### src/rtl/event_dispatcher.sv
// Round-robin dispatcher: hands queued events to free PEs for the active layer,
// tracks per-PE busy state and reports drain status to the layer controller.
module event_dispatcher #(
  parameter int NUM_PE = 4,
  parameter int EVT_W  = 16,
  parameter int CNT_W  = 12
) (
  input  logic              clk,
  input  logic              rst,
  input  logic              layer_active,
  input  logic [1:0]        layer_id,
  input  logic              layer_start,
  input  logic              flush,
  input  logic              evt_valid,
  input  logic [EVT_W-1:0]  evt_data,
  output logic              evt_ready,
  input  logic [NUM_PE-1:0] pe_done,
  output logic [NUM_PE-1:0] pe_start,
  output logic [EVT_W-1:0]  pe_evt,
  output logic [1:0]        pe_layer,
  output logic [NUM_PE-1:0] pe_busy,
  output logic              pe_idle,
  output logic [CNT_W-1:0]  dispatch_count,
  output logic              err
);

  localparam int PTR_W = $clog2(NUM_PE);

  logic [NUM_PE-1:0] busy;
  logic [NUM_PE-1:0] free;
  logic [PTR_W-1:0]  rr_ptr;
  logic [PTR_W-1:0]  idx;
  logic [PTR_W-1:0]  grant_idx;
  logic              found;
  logic [NUM_PE-1:0] grant_oh;
  logic              accept;

  assign free      = ~busy;
  assign evt_ready = layer_active & ~flush & (|free);
  assign accept    = evt_valid & evt_ready;
  assign pe_busy   = busy;
  assign pe_idle   = (busy == '0) && (pe_start == '0);

  // First free PE at or above rr_ptr; pointer arithmetic wraps since NUM_PE is a power of two.
  always_comb begin
    found     = 1'b0;
    grant_idx = '0;
    idx       = '0;
    for (int unsigned k = 0; k < NUM_PE; k++) begin
      idx = rr_ptr + PTR_W'(k);
      if (!found && free[idx]) begin
        found     = 1'b1;
        grant_idx = idx;
      end
    end
  end

  always_comb begin
    grant_oh = '0;
    if (found) grant_oh[grant_idx] = 1'b1;
  end

  always_ff @(posedge clk or posedge rst) begin
    if (rst) begin
      busy           <= '0;
      rr_ptr         <= '0;
      pe_start       <= '0;
      pe_evt         <= '0;
      pe_layer       <= '0;
      dispatch_count <= '0;
      err            <= 1'b0;
    end else begin
      busy <= (busy & ~pe_done) | (accept ? grant_oh : '0);

      if (accept) begin
        pe_start <= grant_oh;
        pe_evt   <= evt_data;
        pe_layer <= layer_id;
        rr_ptr   <= grant_idx + PTR_W'(1);
      end else begin
        pe_start <= '0;
      end

      if (layer_start)
        dispatch_count <= accept ? CNT_W'(1) : '0;
      else if (accept && (dispatch_count != '1))
        dispatch_count <= dispatch_count + CNT_W'(1);

      // A stray completion in the same cycle as layer_start must still be flagged.
      if (|(pe_done & ~busy))
        err <= 1'b1;
      else if (layer_start)
        err <= 1'b0;
    end
  end

endmodule
### config.mk
export PLATFORM = sky130hd
export DESIGN_NAME = event_dispatcher
export DESIGN_NICKNAME = d
export VERILOG_FILES = /design/src/rtl/event_dispatcher.sv
export SDC_FILE = /design/constraint.sdc
export NUM_CORES = 1
export LEC_CHECK = 0
export ABC_AREA = 1
export CORE_MARGIN = 2
export CORE_UTILIZATION = 49
export DETAILED_ROUTE_END_ITERATION = 8
export PLACE_DENSITY = 0.89
export SLEW_MARGIN = 5
export SYNTH_ARGS = -nofsm -noshare
export SYNTH_HDL_FRONTEND = slang
export SYNTH_SLANG_ARGS = --single-unit
### constraint.sdc
create_clock -name clk -period 2.6 [get_ports clk]
set_input_delay 0.39 -clock clk [delete_from_list [all_inputs] [get_ports clk]]
set_output_delay 0.39 -clock clk [all_outputs]
set_load 0.1 [all_outputs]
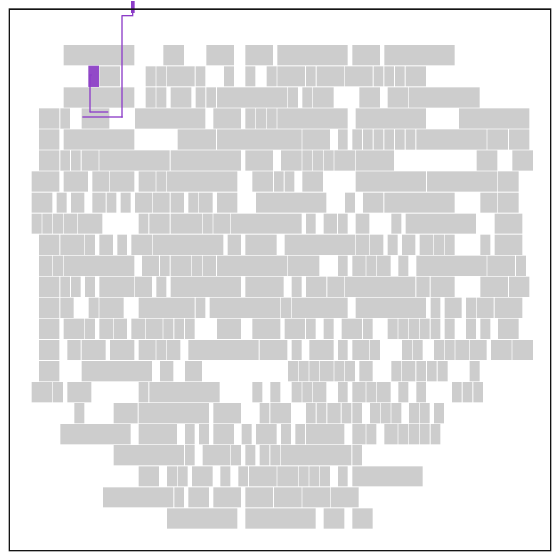
Run 1: I/O nets highlighted
legend:
  purple:
    port: rst
    bits: 1
    direction: input
    end_cells: 1
    buffers: 1
    wire: 27.3 um

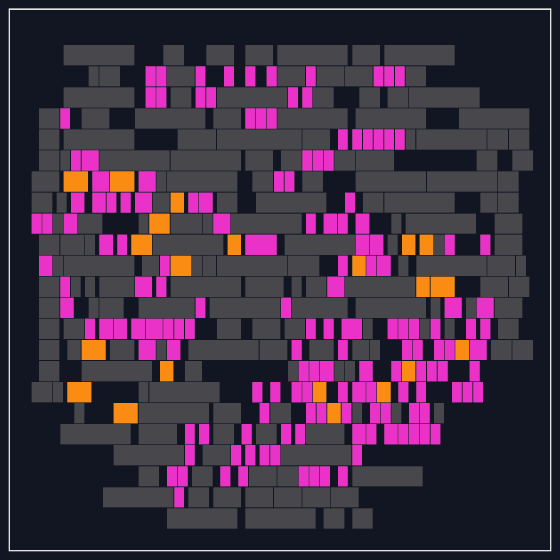
Run 1: logic cells by family
legend:
  magenta:
    family: nand cells
    cells: 154
  orange:
    family: aoi and oai cells
    cells: 21
Commonest Layout Cell: nand2_1
non-filler cells, final: 399
logic share of the area: 33.7%

==> GITHUB_STEP_SUMMARY, run 1 <==
### Metrics collected by this job

| Metric | Value |
|---|---|
| Placed wire-length estimate | `3940 um` |
| Utilization after layout | `70.7%` |
| Overall power | `2.46 mW` |
| Slack of the critical path | `0.622 ns` |
| Mean Syn Cell Area | `7.68 sq um` |
| Crit path arrival time | `1.59 ns` |
| Hold Vio Cnt, Final | `0` |
| Design Area, Final | `2890 sq um` |
| Fin crit share | `76.1%` |
| Hold WC Path Type | `flop to flop` |
| Post-synth top area cell | `dfrtp_1` |
| Share of cells above drive strength 1 | `21.2%` |
| Peak supply drop | `0.000514 V` |
| Filler Cells Inserted | `322` |
| R2R setup slack | `0.75 ns` |
| I/O Buffers | `68` |
| Cell Rows | `23` |
| Syn_nets | `305` |
| Via density | `5.19` |
| Synth Seq Share | `48.4%` |
| Least-Margin Pin Slew | `0.509 ns` |
| Nets | `377` |
| Via Count | `2070` |
| Status | `completed` |
| Total Routing Usage GR | `22.1%` |
| CTS Hold Bufs | `0` |
| H-tree levels | `2` |
| DRC viols | `0` |
| 1st-iter DRT viols | `164` |
| Gr ovfl total | `0` |
| DRT Pass-1 Iters | `4` |
| Yosys stat area | `2120 sq um` |
| Top FF cell, synth | `dfrtp_1` |
| Post-DR wirelength/cell | `13.2 um` |
| Slew Viols, Final | `0` |
| EDFF count, synth | `0` |
| Tool warnings | `26` |
| Sink Count | `41` |
| Synth cell types | `31` |
| Worst path slowest cell | `or4_1` |
| Crit. End Element | `output port` |
| Area leader share | `48.4%` |
| Cells along the critical path | `or4_1 > nor2_2 > buf_4` |
| PwrDens | `853 nW/um^2` |
| Synth Instances | `276` |
| Vias in the first global route | `1834` |
| Yosys cell count | `276` |
| Clock slew at reported path FFs | `0.09 ns` |
| GPL Wtd Cong | `0.906` |
| Die ar. | `4870 sq um` |
| Min-delay src | `pe_evt[12]$_DFFE_PP0P_` |
| Fin crit period | `1.98 ns` |
| Area after DPL | `2770 sq um` |
| TritonCTS clock tree | `done` |
| CTS-repair resized insts | `0` |
| First-pass GRT wire length | `8650 um` |
| Maximum capacitance violations | `0` |
| Worst path top cell family by delay | `simple AND/OR/NAND/NOR gates` |
| #FFs+latches synth | `41` |
| Post-placement worst setup slack | `0.661 ns` |
| Final-report setup violation count | `0` |
| Crit-path max FO | `2` |
| Largest net degree at the start of global routing | `42` |
| Initial antenna violation count | `0` |
| Synthesis-to-finish area growth | `36.2%` |
| FF-to-FF Start | `dispatch_count[0]$_DFFE_PP0P_` |
| Die x size | `69.8 um` |
| WL final | `5290 um` |
| Boundary Pins | `69` |
| Reg2reg path depth | `11` |
| Sum Neg Setup Slack | `0 ns` |
| Unrepaired setup endpoints after global routing | `no` |
| ANT cells | `0` |
| Top area cell types | `dfrtp_1 48%, nand2_1 21%, nand3_1 5.0%, inv_1 3.2%, nor2_1 2.7%` |
| Remaining antenna violation count | `0` |
| Setup Crit Path Kind | `flop to output port` |
| Post-CTS setup buffer count | `0` |
| Clk root buf | `clkbuf_8` |
| Post-synth ARST share | `100%` |
| Yosys warns | `0` |
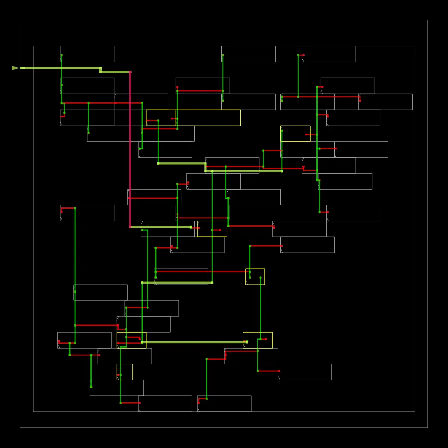
Run 1: clock wiring as the flow saved it
clock buf count: 5
clock skew: 0.00951 ns
Num CTS Buffers: 5
flip-flops: 41
clock latency on the worst-skew pair: 0.30 ns

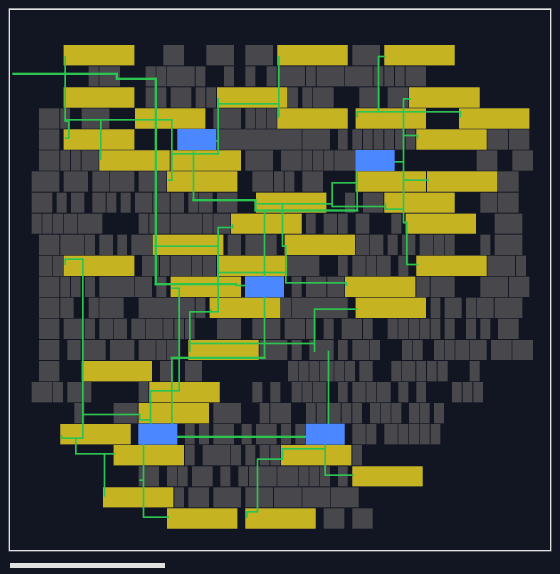
Run 1: clock wires, drivers and flops
The bar under the picture is 20 um long.
legend:
  yellow:
    item: flip-flops
    count: 41
  blue:
    item: clock-net drivers
    count: 5
  green:
    item: clock wires
    length: 529 um
flops lie: spread over the die
clock share of power: 21.4%
Power Clock: 0.527 mW

[run 1: power by group]
part           internal, mW  switching [mW]
Clock                 0.287           0.240
Combinational         0.270           0.874
Sequential            0.713          0.0807
Total                  1.27            1.19
[run 1: layout make-up]
cell class / instances / area, sq um / share of cell area (%)
flip-flops and latches: 41 / 1030 / 35.5
multi-input cells: 204 / 972 / 33.7
repair buffers: 71 / 613 / 21.2
inverters: 25 / 98.8 / 3.42
clock buffers: 5 / 68.8 / 2.38
well taps: 50 / 62.6 / 2.17
clock inverters: 3 / 46.3 / 1.60
[run 1: per-layer routing]
metal | GRT usage (%) | part of all wire [%]
met1 | 28.6 | 42
met2 | 36.4 | 49
met3 | 6.25 | 7.9
met4 | 6.20 | 1.1
met5 | 0 | 0
[run 1: state kept, by name, indices dropped and copies added, names as in the netlist]
signal,count
pe_layer,2
pe_start,4
err,1
pe_evt,16
rr_ptr,2
pe_busy,4
dispatch_count,12
[run 1: Yosys cell counts, types with 2 or more instances]
cell type,count
o21ai_0,3
inv_4,2
o31ai_1,2
buf_2,2
nand4_1,8
nand2_2,4
o21ai_2,5
inv_1,18
xor2_1,4
buf_4,2
a21oi_1,3
nor3_1,2
o21ai_1,6
inv_2,4
clkbuf_1,2
dfrtp_1,41
nand3_1,21
nor2_2,2
nand2_1,119
nor2_1,15
[run 1: worst max path at each step]
| stage | from | to | slack (ns) | cells past startpoint |
|---|---|---|---|---|
| finish | pe_start[1]$_DFF_PP0_ | pe_idle | 0.62 | 3 |
| global route | pe_start[1]$_DFF_PP0_ | pe_idle | 0.55 | 3 |
| CTS | pe_start[1]$_DFF_PP0_ | pe_idle | 0.61 | 3 |
| detailed placement | layer_active | dispatch_count[6]$_DFFE_PP0P_ | 0.66 | 8 |
| global placement | layer_active | rr_ptr[1]$_DFFE_PP0P_ | 0.72 | 8 |
| floorplan | pe_start[1]$_DFF_PP0_ | pe_idle | 0.04 | 2 |
[run 1: through the flow]
step	cells	hold slack, ns
6_report	399	0.487
3_3_place_gp	391	0.463
5_1_grt	399	0.512
2_1_floorplan	276	0.456
4_1_cts	399	0.490
3_5_place_dp	391	0.468
[run 1: worst min-delay path: stages, from the launching register on]
cell     delay [ns]
dfrtp_1        0.35
nand2_1        0.05
nand2_1        0.05
[run 1: cells by family after synthesis]
| kind of cell | share of synthesized area, % |
|---|---|
| compound gates | 7.14 |
| simple gates | 36.0 |
| xor+xnor | 1.65 |
| flops | 48.4 |
| fa+ha+maj | 0.590 |
| buf+inv | 6.20 |
Run 1, wiring by layer:
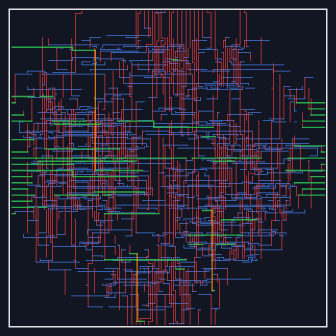

==> run 2, diff against run 1 <==
--- a/config.mk
+++ b/config.mk
@@ -7,9 +7,9 @@
 export LEC_CHECK = 0
 export ABC_AREA = 1
 export CORE_MARGIN = 2
-export CORE_UTILIZATION = 49
+export CORE_UTILIZATION = 41
 export DETAILED_ROUTE_END_ITERATION = 8
-export PLACE_DENSITY = 0.89
+export PLACE_DENSITY = 0.8
 export SLEW_MARGIN = 5
 export SYNTH_ARGS = -nofsm -noshare
 export SYNTH_HDL_FRONTEND = slang
==> constraint.sdc (replaced) <==
create_clock -name clk -period 1.8 [get_ports clk]
set_input_delay 0.27 -clock clk [delete_from_list [all_inputs] [get_ports clk]]
set_output_delay 0.27 -clock clk [all_outputs]
set_load 0.1 [all_outputs]
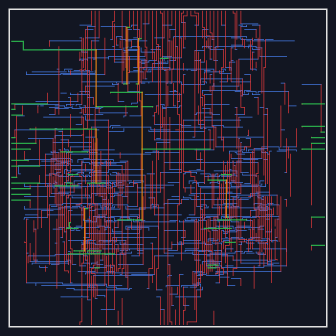
Run 2: wiring by layer
legend:
  orange:
    layer: M4
    wire_length: 101 um
  green:
    layer: M3
    wire_length: 236 um
  blue:
    layer: M1
    wire_length: 2250 um
  red:
    layer: M2
    wire_length: 3060 um
WL final: 5650 um
Via Count: 2132

==> GITHUB_STEP_SUMMARY, run 2 <==
### Metrics collected by this job

| Metric | Value |
|---|---|
| Vias in the first global route | `2082` |
| Reg area | `1050 sq um` |
| Cell Rows | `26` |
| Area leader share | `48.4%` |
| Mean Syn Cell Area | `7.68 sq um` |
| Synth Seq Share | `48.4%` |
| Placed wire-length estimate | `4250 um` |
| Crit path arrival time | `1.55 ns` |
| Clock share of power | `20.4%` |
| Num CTS Buffers | `5` |
| Post-synth top area cell | `dfrtp_1` |
| Fin crit share | `101%` |
| Cells along the critical path | `or4_4 > nor2_4 > buf_12` |
| DRT Pass-1 Iters | `4` |
| H-tree levels | `2` |
| Post-DR wirelength/cell | `13.1 um` |
| Sum Neg Setup Slack | `-0.0205 ns` |
| Combinational share of power | `49.0%` |
| Failing checks | `setup timing` |
| Clk root buf | `clkbuf_8` |
| Net Sw Power | `1.77 mW` |
| Final-report setup violation count | `1` |
| Clock slew at reported path FFs | `0.08 ns` |
| Top area cell types | `dfrtp_1 48%, nand2_1 21%, nand3_1 5.0%, inv_1 3.2%, nor2_1 2.7%` |
| Utilization after layout | `66.6%` |
| Via density | `4.95` |
| PwrDens | `1130 nW/um^2` |
| Placed cell count | `418` |
| First-pass GRT wire length | `9480 um` |
| Share of cells above drive strength 1 | `29.6%` |
| Area after DPL | `3150 sq um` |
| Synth Instances | `276` |
| Status | `complete, but fails checks` |
| I/O Buffers | `68` |
| Least-Margin Pin Slew | `0.514 ns` |
| Setup Crit Path Kind | `flop to output port` |
| Slack of the critical path | `-0.0205 ns` |
| Boundary Pins | `69` |
| Largest register FFs | `16` |
| Hold WC Path Type | `input port to async pin` |
| Hold WS | `0.391 ns` |
| DRC viols | `0` |
| Die ar. | `5760 sq um` |
| Remaining antenna violation count | `0` |
| Area fraction in mux cells | `0%` |
| CTS Hold Bufs | `0` |
| Top comb family, area | `simple AND/OR/NAND/NOR gates` |
| Maximum capacitance violations | `0` |
| Sink Count | `41` |
| Ao+oa area frac | `7.14%` |
| Initial antenna violation count | `0` |
| P_int | `2.04 mW` |
| XORs/XNORs by Area | `1.65%` |
| Die x size | `75.9 um` |
| Switching Share | `46.4%` |
| Clock skew | `0.00594 ns` |
| Post-placement worst setup slack | `0.0402 ns` |
| Worst path slowest cell | `or4_4` |
| Top FF cell, synth | `dfrtp_1` |
| Hold Vio Cnt, Final | `0` |
| Top cells by count, synth | `119 x nand2_1, 41 x dfrtp_1, 21 x nand3_1` |
| TritonCTS clock tree | `done` |
| Flop pwr share | `30.6%` |
| Yosys stat area | `2120 sq um` |
| Unrepaired setup endpoints after global routing | `yes` |
| AND/OR/NAND/NOR Cells, Area Fraction | `36.0%` |
| Commonest Layout Cell | `nand2_1` |
| Nets | `389` |
| Yosys warns | `0` |
| Syn_nets | `305` |
| Slew Viols, Final | `0` |
| Post-synth ARST share | `100%` |
| 1st-iter DRT viols | `108` |
| Crit-path max FO | `2` |
| GPL Wtd Cong | `0.924` |
| Clock latency on the worst-skew pair | `0.29 ns` |
| Filler Cells Inserted | `390` |
| Design Area, Final | `3360 sq um` |
| Gr ovfl total | `0` |
| Yosys cell count | `276` |
| Peak supply drop | `0.000687 V` |
| #FFs+latches synth | `41` |
| ANT cells | `0` |
| Overall power | `3.81 mW` |
| Synth cell types | `31` |
| Area of the core | `5040 sq um` |
| Total Routing Usage GR | `19.9%` |
| Yosys top cell by instances | `nand2_1` |
-- run 2: cell counts after synthesis --
Identical to the previous run, type by type.
-- run 2: worst max-delay path, delay by kind of cell, from the launching register on --
family	cells	cell delay, ns
buffers and inverters	1	0.18
and+or+nand+nor	2	0.60
DFF	1	0.47
-- run 2: timing repair --
action,4_1_cts,5_1_grt
endpoints found under the hold margin,0,0
setup endpoints to repair,1,22
pin swaps,2,2
resized,0,10
setup buffers,1,4
-- run 2: layer usage --
layer  vias up  part of all wire, %  GRT usage, %  wire [um]
met4         0                  1.8          6.91        100
li1       1041                    -             -          -
met5         -                    0             0          0
met1      1004                   40          24.1       2250
met2        71                   54          35.5       3060
met3        16                  4.2          3.69        236
-- run 2: path summary, 6_finish.rpt --
path                                          startpoint                             to  slack [ns]  cells after the start
max                                pe_start[2]$_DFF_PP0_                        pe_idle       -0.02                      3
min                                                  rst        pe_layer[1]$_DFFE_PP0P_        0.39                      3
min in group clk                  pe_evt[12]$_DFFE_PP0P_         pe_evt[12]$_DFFE_PP0P_        0.48                      2
max in group asynchronous                            rst          pe_start[2]$_DFF_PP0_        1.00                      3
min reg2reg                       pe_evt[12]$_DFFE_PP0P_         pe_evt[12]$_DFFE_PP0P_        0.48                      2
max reg2reg                dispatch_count[0]$_DFFE_PP0P_  dispatch_count[2]$_DFFE_PP0P_        0.12                     11
-- run 2: area by class of cell --
type                       instances  area share, %
clock inverter                     2           1.12
clock buffer                       6           2.46
inverter                          25           3.17
sequential                        41           31.4
multi-input combinational        204           30.5
tap                               70           2.61
timing repair buffer              83           28.8
-- run 2: cells by family (layout without fill, tap and decap cells) --
family	Yosys count	in the layout
AND/OR/NAND/NOR	176	176
flip-flops	41	41
buffers and inverters	31	116
AND-OR/OR-AND	23	23
XOR/XNOR	4	4
adder cells (fa/ha/maj)	1	1
-- run 2: power groups by stage --
| stage | Combinational, mW | Sequential, mW | Clock (mW) |
|---|---|---|---|
| finish | 1.87 | 1.17 | 0.779 |
| global route | 1.99 | 1.18 | 0.823 |
| CTS | 1.81 | 1.16 | 0.793 |
| detailed placement | 1.80 | 1.18 | 0 |
| global placement | 1.77 | 1.18 | 0 |
| floorplan | 0.687 | 1.80 | 0 |
Run 2, clock wiring as the flow saved it:
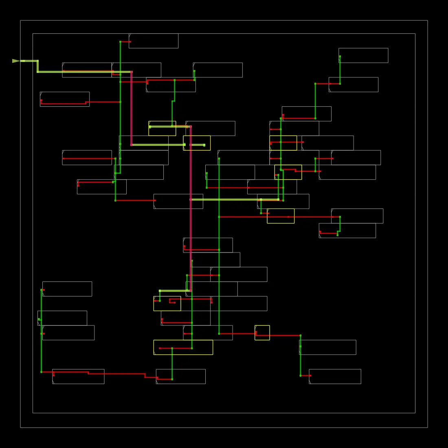

==> run 3, diff against run 2 <==
--- a/config.mk
+++ b/config.mk
@@ -9,7 +9,8 @@
 export CORE_MARGIN = 2
 export CORE_UTILIZATION = 41
 export DETAILED_ROUTE_END_ITERATION = 8
-export PLACE_DENSITY = 0.8
+export PLACE_DENSITY = 0.75
+export REMOVE_ABC_BUFFERS = 1
 export SLEW_MARGIN = 5
 export SYNTH_ARGS = -nofsm -noshare
 export SYNTH_HDL_FRONTEND = slang
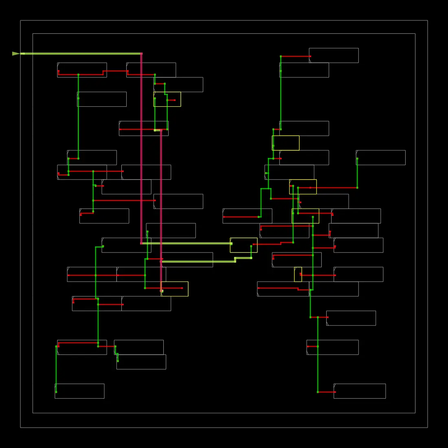
Run 3: clock wiring as the flow saved it
clock buf count: 7
Sink Count: 41
clock skew: 0.00351 ns
clock latency on the worst-skew pair: 0.28 ns

==> GITHUB_STEP_SUMMARY, run 3 <==
### Metrics collected by this job

| Metric | Value |
|---|---|
| Largest register FFs | `16` |
| Placed wire-length estimate | `4110 um` |
| Yosys cell count | `276` |
| Sum Neg Setup Slack | `0 ns` |
| P_int | `1.86 mW` |
| Reg2reg path depth | `11` |
| Largest net degree at the start of global routing | `34` |
| Die ar. | `5760 sq um` |
| Maximum capacitance violations | `0` |
| Net Sw Power | `1.71 mW` |
| Fin crit period | `1.78 ns` |
| Clock share of power | `16.6%` |
| Num CTS Buffers | `5` |
| Via Count | `2075` |
| Largest Register | `pe_evt` |
| Status | `completed` |
| DRT Pass-1 Iters | `4` |
| Synth Seq Share | `48.4%` |
| Synth cell types | `31` |
| Mean Syn Cell Area | `7.68 sq um` |
| Switching Share | `47.9%` |
| Post-synth top area cell | `dfrtp_1` |
| Crit path arrival time | `1.51 ns` |
| ANT cells | `0` |
| Slew Viols, Final | `0` |
| Area leader share | `48.4%` |
| Commonest Layout Cell | `nand2_1` |
| First-pass GRT wire length | `9320 um` |
| Cell Rows | `26` |
| Setup Crit Path Kind | `flop to output port` |
| Buf+Inv Stages, Crit Path | `1` |
| DRC viols | `0` |
| Least-Margin Pin Slew | `0.364 ns` |
| Initial antenna violation count | `0` |
| Yosys warns | `0` |
| Hold WC Path Type | `input port to async pin` |
| Hold Vio Cnt, Final | `0` |
| Top area cell types | `dfrtp_1 48%, nand2_1 21%, nand3_1 5.0%, inv_1 3.2%, nor2_1 2.7%` |
| Top FF cell, synth | `dfrtp_1` |
| Final-report setup violation count | `0` |
| Nets | `389` |
| Total Routing Usage GR | `20.0%` |
| Filler Cells Inserted | `427` |
| Flop pwr share | `32.2%` |
| Post-placement worst setup slack | `0.0844 ns` |
| Slack of the critical path | `0.0174 ns` |
| Via density | `4.83` |
| Unrepaired setup endpoints after global routing | `yes` |
| Peak supply drop | `0.000796 V` |
| #FFs+latches synth | `41` |
| Top cells by count, synth | `119 x nand2_1, 41 x dfrtp_1, 21 x nand3_1` |
-- run 3: final timing paths --
check | start | end | slack, ns
hold reg to reg | pe_evt[14]$_DFFE_PP0P_ | pe_evt[14]$_DFFE_PP0P_ | 0.49
max in group asynchronous | rst | pe_busy[2]$_DFF_PP0_ | 1.05
setup reg to reg | dispatch_count[0]$_DFFE_PP0P_ | dispatch_count[2]$_DFFE_PP0P_ | 0.13
setup / recovery | pe_start[2]$_DFF_PP0_ | pe_idle | 0.02
min in group clk | pe_evt[14]$_DFFE_PP0P_ | pe_evt[14]$_DFFE_PP0P_ | 0.49
hold / removal | rst | pe_evt[2]$_DFFE_PP0P_ | 0.25
-- run 3: timing repair --
action / 4_1_cts / 5_1_grt
hold buffers: 0 / 0
buffers inserted: 0 / 1
gates resized: 3 / 7
setup endpoints to repair: 1 / 8
pin swaps: 2 / 1
-- run 3: cell type report --
class                   instances  area share [%]
inverters                      25            3.15
well taps                      70            2.73
clock buffers                   7            2.69
repair buffers                 83            28.9
multi-input cells             204            30.5
flip-flops and latches         41            32.1
-- run 3: stage by stage --
| step | util, % | cell area (sq um) | std cells |
|---|---|---|---|
| 6_report | 63.7 | 3210 | 430 |
| 5_1_grt | 63.7 | 3210 | 430 |
| 4_1_cts | 63.3 | 3190 | 429 |
| 3_5_place_dp | 61.4 | 3100 | 422 |
| 3_3_place_gp | 61.4 | 3100 | 422 |
| 2_1_floorplan | - | 2090 | 270 |
-- run 3: logic make-up after synthesis --
group           Yosys count  synth area share (%)
fa+ha+maj                 1                 0.590
flops                    41                  48.4
buf+inv                  31                  6.20
simple gates            176                  36.0
xor+xnor                  4                  1.65
compound gates           23                  7.14
-- run 3: routing by layer --
metal	share of wire, %	track usage, %
met5	0	0
met4	2.0	9.27
met3	5.7	4.52
met2	47	32.2
met1	46	25.7
-- run 3: worst reg2reg max path: cells and delay by family (launching register included) --
family                   cells  cell delay (ns)
AND/OR/NAND/NOR              7             0.77
flip-flops                   1             0.36
adder cells (fa/ha/maj)      1             0.21
buffers and inverters        2             0.15
AND-OR/OR-AND                1             0.11
-- run 3: power groups by stage --
stage	clock network (mW)	registers, mW	logic [mW]
4_1_cts	0.613	1.14	1.82
6_report	0.595	1.15	1.83
5_1_grt	0.655	1.17	1.94
3_3_place_gp	0	1.16	1.77
3_5_place_dp	0	1.15	1.80
2_1_floorplan	0	1.81	0.599
Power is estimated from default activity; no workload was simulated.
